==> images/clk_routes.png <==
Bar = 20 um.
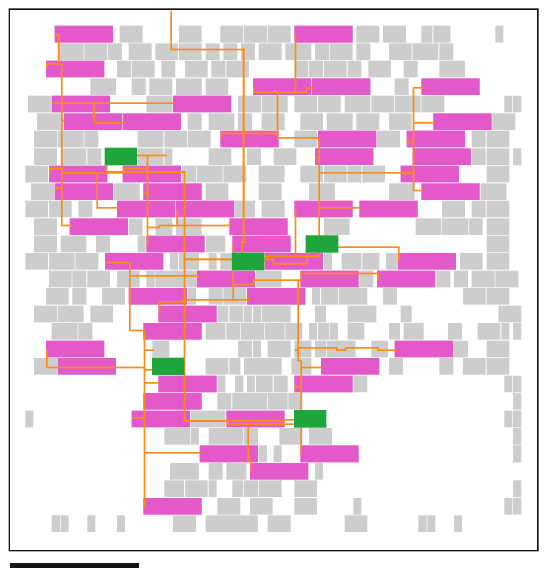
==> images/layer_met4.png <==
Cells faint in the background.
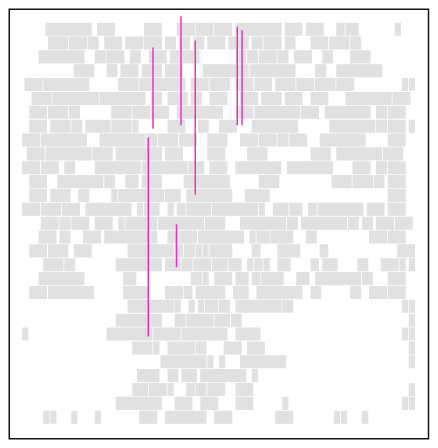
==> images/flops_by_reg.png <==
Other sequential cells in the stronger gray, the rest of the logic in the fainter gray.
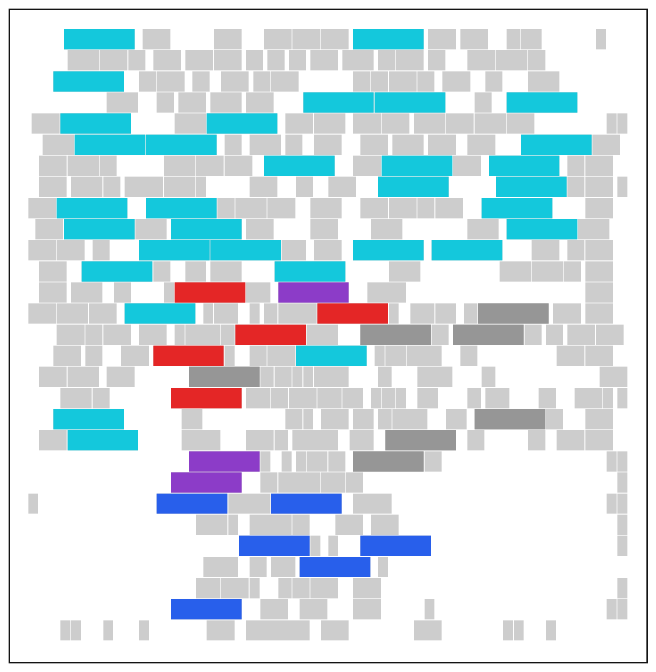
==> images/congestion.png <==
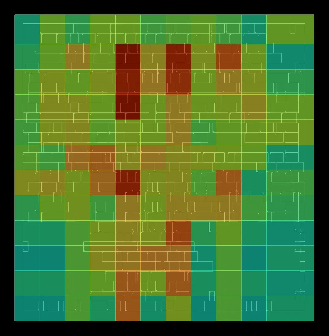
==> images/io_placement.png <==
Pins as bars across the die edge, other pins in gray.
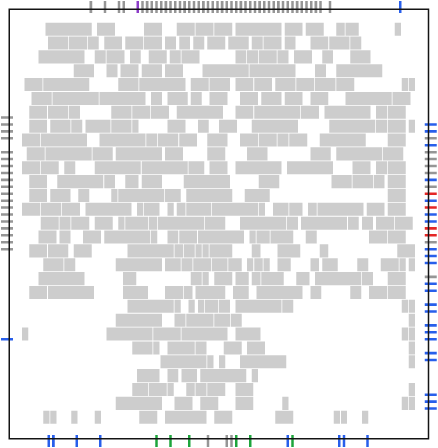
[src/rtl/wb_scrub_master.sv]
// wb_scrub_master: Wishbone classic initiator that sweeps a register window,
// reading each word and writing the same value back, with an ack timeout.
module wb_scrub_master #(
   parameter int                      WORD_SIZE    = 32,
   parameter int                      REGISTERS    = 32,
   parameter int                      REGDIRSIZE   = 5,
   parameter int                      WHISBONE_ADR = 32,
   parameter logic [WHISBONE_ADR-1:0] BASE_ADR     = 32'h3000_0000,
   parameter int                      TIMEOUT      = 16
) (
   input  logic                    clk_i,
   input  logic                    rst_ni,
   input  logic                    start_i,
   input  logic                    stop_i,
   output logic                    wbm_cyc_o,
   output logic                    wbm_stb_o,
   output logic                    wbm_we_o,
   output logic [3:0]              wbm_sel_o,
   output logic [WHISBONE_ADR-1:0] wbm_adr_o,
   output logic [WORD_SIZE-1:0]    wbm_dat_o,
   input  logic [WORD_SIZE-1:0]    wbm_dat_i,
   input  logic                    wbm_ack_i,
   output logic                    busy_o,
   output logic                    done_o,
   output logic                    error_o,
   output logic [REGDIRSIZE:0]     words_o
);
   localparam int TW = $clog2(TIMEOUT + 1);

   typedef enum logic [2:0] {IDLE, RD, RD_GAP, WR, WR_GAP, DONE} state_t;

   state_t                r_state, w_next;
   logic [REGDIRSIZE-1:0] r_index;
   logic [WORD_SIZE-1:0]  r_data;
   logic [REGDIRSIZE:0]   r_words;
   logic [TW-1:0]         r_tmo;
   logic                  r_stop, r_error;
   logic                  w_stb, w_ack, w_tmo, w_last, w_end;

   assign w_stb  = (r_state == RD) || (r_state == WR);
   assign w_ack  = w_stb && wbm_ack_i;
   assign w_tmo  = w_stb && !wbm_ack_i && (r_tmo == TW'(TIMEOUT - 1));
   assign w_last = r_index == REGDIRSIZE'(REGISTERS - 1);
   // a stop arriving in the same cycle as the write gap still ends the sweep
   assign w_end  = w_last || r_stop || stop_i;

   always_comb begin
      w_next = r_state;
      case (r_state)
         IDLE:    w_next = start_i ? RD : IDLE;
         RD:      w_next = w_ack ? RD_GAP : w_tmo ? DONE : RD;
         RD_GAP:  w_next = WR;
         WR:      w_next = w_ack ? WR_GAP : w_tmo ? DONE : WR;
         WR_GAP:  w_next = w_end ? DONE : RD;
         default: w_next = IDLE;
      endcase
   end

   always_ff @(posedge clk_i or negedge rst_ni) begin
      if (!rst_ni) begin
         r_state <= IDLE;
         r_index <= '0;
         r_data  <= '0;
         r_words <= '0;
         r_tmo   <= '0;
         r_stop  <= 1'b0;
         r_error <= 1'b0;
      end else begin
         r_state <= w_next;
         r_stop  <= (r_state == IDLE) ? (start_i && stop_i) : (r_state == DONE) ? 1'b0 : (r_stop || stop_i);
         // counts only while an access stays pending; any state change clears it
         r_tmo   <= (w_stb && w_next == r_state) ? r_tmo + 1'b1 : '0;
         if (r_state == IDLE && start_i) begin
            r_index <= '0;
            r_words <= '0;
            r_error <= 1'b0;
         end
         if (r_state == RD && w_ack) r_data <= wbm_dat_i;
         if (r_state == WR && w_ack) r_words <= r_words + 1'b1;
         if (w_tmo) r_error <= 1'b1;
         if (r_state == WR_GAP && !w_end) r_index <= r_index + 1'b1;
      end
   end

   assign wbm_cyc_o = w_stb;
   assign wbm_stb_o = w_stb;
   assign wbm_we_o  = r_state == WR;
   assign wbm_sel_o = w_stb ? 4'hF : 4'h0;
   assign wbm_adr_o = w_stb ? BASE_ADR + (WHISBONE_ADR'(r_index) << 2) : '0;
   assign wbm_dat_o = wbm_we_o ? r_data : '0;
   assign busy_o    = (r_state != IDLE) && (r_state != DONE);
   assign done_o    = r_state == DONE;
   assign error_o   = r_error;
   assign words_o   = r_words;
endmodule

[config.mk]
export PLATFORM = sky130hd
export DESIGN_NAME = wb_scrub_master
export DESIGN_NICKNAME = d
export VERILOG_FILES = /design/src/rtl/wb_scrub_master.sv
export SDC_FILE = /design/constraint.sdc
export NUM_CORES = 1
export LEC_CHECK = 0
export CORE_AREA = 2 2 80 82
export CTS_BUF_LIST = sky130_fd_sc_hd__clkbuf_8
export DETAILED_ROUTE_END_ITERATION = 16
export DIE_AREA = 0 0 82 84
export PLACE_DENSITY = 0.87
export SYNTH_ARGS = -nofsm -noshare
export SYNTH_HDL_FRONTEND = slang
export SYNTH_SLANG_ARGS = --single-unit
[constraint.sdc]
create_clock -name clk_i -period 4.6 [get_ports clk_i]
set_input_delay 0.46 -clock clk_i [delete_from_list [all_inputs] [get_ports clk_i]]
set_output_delay 0.46 -clock clk_i [all_outputs]
set_load 0.02 [all_outputs]
==> results.txt <==
flow finished, numbers: main flop type after synthesis=dfrtp_1, status=finished clean, reported net switching power=about 900 uW, Core Footprint=6100 um2, Gate Area=approximately 1300 um2, antenna cell count=0, warning count from the yosys run=0, portion of total power attributed to combinational logic=0.534, worst-case reg-to-reg path depth=4, total setup violations reported at the end of the flow=0, MaxCap Viol Count=0, Comb/total area=0.339, DRC violations left=0, required time of the worst setup path=slightly above 4 ns, max_slew headroom=0.296, worst-case setup slack after placement=~1.7 ns, average instance area after synthesis=around 11 um2, crit path to=wbm_dat_o[9], instance area at placement=~3600 um2, Top area cell types=dfrtp_1, mux2_2, buf_4, and3_1, ha_1, RSZ-0062 raised after global routing=no, maximum cell stage delay along the critical path=0.79 ns, number of global-route vias before repair=1,953, Power per Cell Area=614 nW/um2, Hold Worst Slack=between 0.2 and 0.3 ns, First DRT Iteration DRCs=69, clock slew seen by the registers of the worst setup and hold paths=approximately 0.10 ns, Non-CTS buffers=94, global-route layer with the greatest usage=met2, GRT Overall Usage=0.178, number of logic gates=approximately 170, post-route insts no fill=~410, minimum period implied by the final worst setup slack=roughly 3.2 ns, fraction of cell area in non-clock buffers=0.250, Logic power comb=~1200 uW, area share of xor/xnor cells in the synthesized design=0.0123, Cell Count Post-Placement=approximately 400, Reg-to-Reg Start=r_state[1], Cells after Synth=between 200 and 300
About clk_routes.png:
magenta -> flip-flops  # count 53
orange -> clock wires  # length 624 um
green -> clock drivers  # count 5
flops lie = spread over the die

About layer_met4.png:
wire length on this layer = 151 um
longest straight run = 38.8 um
main direction = vertical
total number of vias: 2,042
sum of routed wire length over all layers: 6030 um

About flops_by_reg.png:
purple -> r_state  # flops 3
blue -> words_o  # flops 6, where bottom middle
cyan -> r_data  # flops 32
red -> r_tmo  # flops 5
not colored = 7
register share of the cell area: 0.357
register area: 1330 um2
post-layout util: 0.609

About congestion.png:
met2 capacity usage during global routing: 0.290
global routing usage on met1: 0.228

About io_placement.png:
green -> words_o  # pins 6, direction output, edge bottom
blue -> wbm_adr_o  # pins 32, direction output, edge 22 right, 8 bottom, 1 left, 1 top
red -> wbm_sel_o  # pins 4, direction output, edge right
purple -> clk_i  # pins 1, direction input, edge top

No activity file was given, so power comes from the tool's default toggle rates.
